Design core_out_drain, sky130hd; sources not shown.
**Wiring by layer**

Scale: 1 px per um.
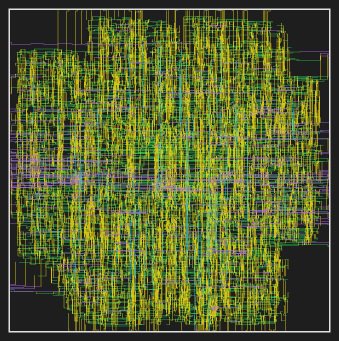
Yellow shows M2, wire length 67.7 mm. Cyan shows M4, wire length 3630 um. Purple shows M3, wire length 10700 um. Green shows M1, wire length 51.6 mm.
average wire per standard cell: 29.5 um
vias: 28400
Tot GR Track Use: 26.6%
Routed WL: 134 mm

**M3 wires**

Scale: 1.5 px per um.
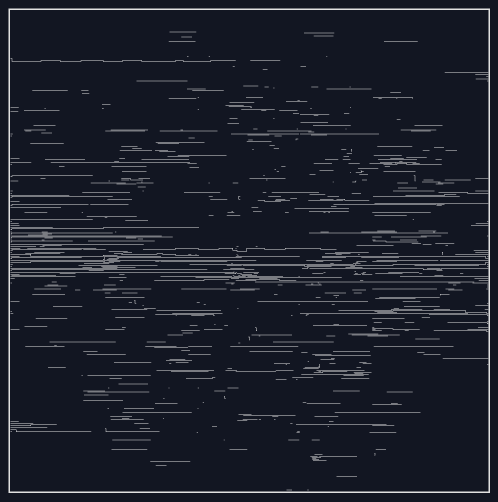
442 nets have wire on it. The layer carries 10700 um of wire. The longest straight run is 149 um.
met3 GRT Util: 4.68%

**Clock wiring as the flow saved it**

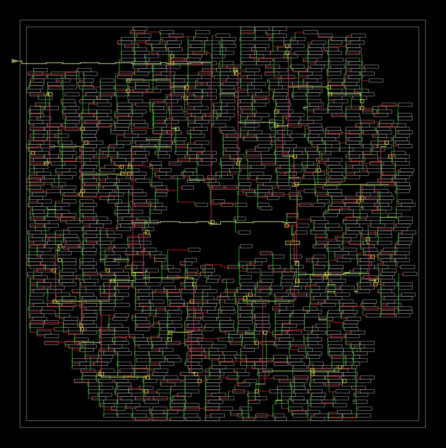
clk_lat worst skew: 1.03 ns
seq_cells: 1472
TritonCTS Buffers: 42
clock network power: 1.10 mW

==> flow_summary.yaml <==
# flow metrics
grt:
  grt_pass1_vias: 28800
  grt_antenna_before_repair: 36
  grt_max_degree: 105
die:
  io_pins: 204
  num_rows: 114
detailed_routing:
  dr.pass1.iters: 6
  drt_first_iter_violations: 2983
  viasPerCell: 6.27
  postRouteAntennaNets: 0
synth:
  ys_cells: 2862
  synth.yosys.warnings: 0
  syn_area_per_cell_um2: 19.9
  ys_sh_mux_pct: 15.6
  edf_count: 1280
  ys_types: 44
  async_flop_share_pct: 13.0
  ys_sh_xor_pct: 0.200
power:
  switching_share_pct: 34.6
  p_int_mw: 6.13
  total_leakage_power_nw: 20.7
run:
  maxCapViolCount: 1
cts:
  post_cts_resized: 0
  cts_tree: "yes"
  cts_setup_buffers: 0
  root_buffer: "clkbuf_4"
run_status:
  violations: "max-capacitance violations, max-slew violations"
  status: "complete, but fails checks"
layout:
  lay_top_cells: "edfxtp_1, mux4_2, nand2_1"
  drive_gt1_share_pct: 18.6
  lay_top_count: "edfxtp_1"
  nNetsFinal: 3371
timing:
  finalSetupViolCount: 0
  drv_slew: 90
place:
  gp_congestion: 0.937
critical_path:
  cp_data_arrival_time_ns: 5.12
  reg2regPathDepth: 13
  endpoint_kind: "output pin"
worst max-delay path: stages (launching register included):
cell             delay (ns)
dfrtp_1                0.57
clkinv_1               0.26
clkbuf_1               0.31
ha_1                   0.35
or2_2                  0.31
clkbuf_1               0.25
a221oi_1               0.82
o22ai_1                0.20
a21oi_1                0.28
clkdlybuf4s50_1        0.73
final cells by class:
type	count	area [um^2]	share of cell area, %
diodes	29	72.6	0.116
plain buffers	165	1080	1.72
clock buffers	75	563	0.900
clock inverters	3	37.5	0.0600
inverters	49	189	0.302
multi-input cells	1176	12400	19.8
flip-flops and latches	1472	43200	69.1
well taps	1276	1600	2.55
repair buffers	288	3400	5.44
power by group through the flow:
stage | clock [mW] | sequential (mW) | combinational (mW)
after floorplan | 0 | 4.84 | 2.12
after global placement | 0 | 5.07 | 3.34
after detailed placement | 0 | 4.81 | 3.55
after CTS | 1.11 | 4.73 | 3.56
after global routing | 1.24 | 4.77 | 3.75
final | 1.10 | 4.73 | 3.54
layer usage:
metal  routed length (um)  GRT usage [%]  vias up  share of wire, %
li1                     -              -    12100                 -
met1                51600           36.0    15000                39
met2                67700           43.6     1148                51
met3                10700           4.68      181               8.0
met4                 3630           6.08        0               2.7
met5                    0              -        -                 0
synth_stat cells, drive strengths merged, types with 2 or more instances:
cell type,n,share of area [%]
o22ai,22,0.24
buf,112,1.5
or3,20,0.22
xor2,3,0.046
o21ai,182,1.6
inv,48,0.33
xnor2,10,0.15
a22o,3,0.046
nand3,4,0.035
a21oi,82,0.72
nor2,47,0.32
and3,3,0.033
nor3,7,0.070
edfxtp,1280,68
nand2,241,1.6
dfrtp,192,8.4
mux2,3,0.059
mux4,320,13
a221oi,20,0.31
mux2i,162,2.9
ha,12,0.26
clkbuf,53,0.35
nand2b,3,0.033
nand4,2,0.022
nand3b,21,0.28
cells by family (layout without fill, tap and decap cells):
kind of cell / after synthesis / in the layout
other: 0 / 29
buffers and inverters: 214 / 580
adders and majority gates: 13 / 13
and+or+nand+nor: 351 / 351
muxes: 485 / 485
DFF: 1472 / 1472
AOI/OAI and AO/OA: 314 / 314
xor gates and xnor gates: 13 / 13
metrics by stage:
| stage | std cells | area, um^2 | power, mW |
|---|---|---|---|
| 3_5_place_dp | 4426 | 61900 | 8.36 |
| 6_report | 4533 | 62600 | 9.37 |
| 5_1_grt | 4528 | 62600 | 9.76 |
| 4_1_cts | 4504 | 62500 | 9.40 |
| 3_3_place_gp | 4341 | 60500 | 8.40 |
| 2_1_floorplan | 2862 | 56900 | 6.97 |
Power and IR drop assume default switching activity.
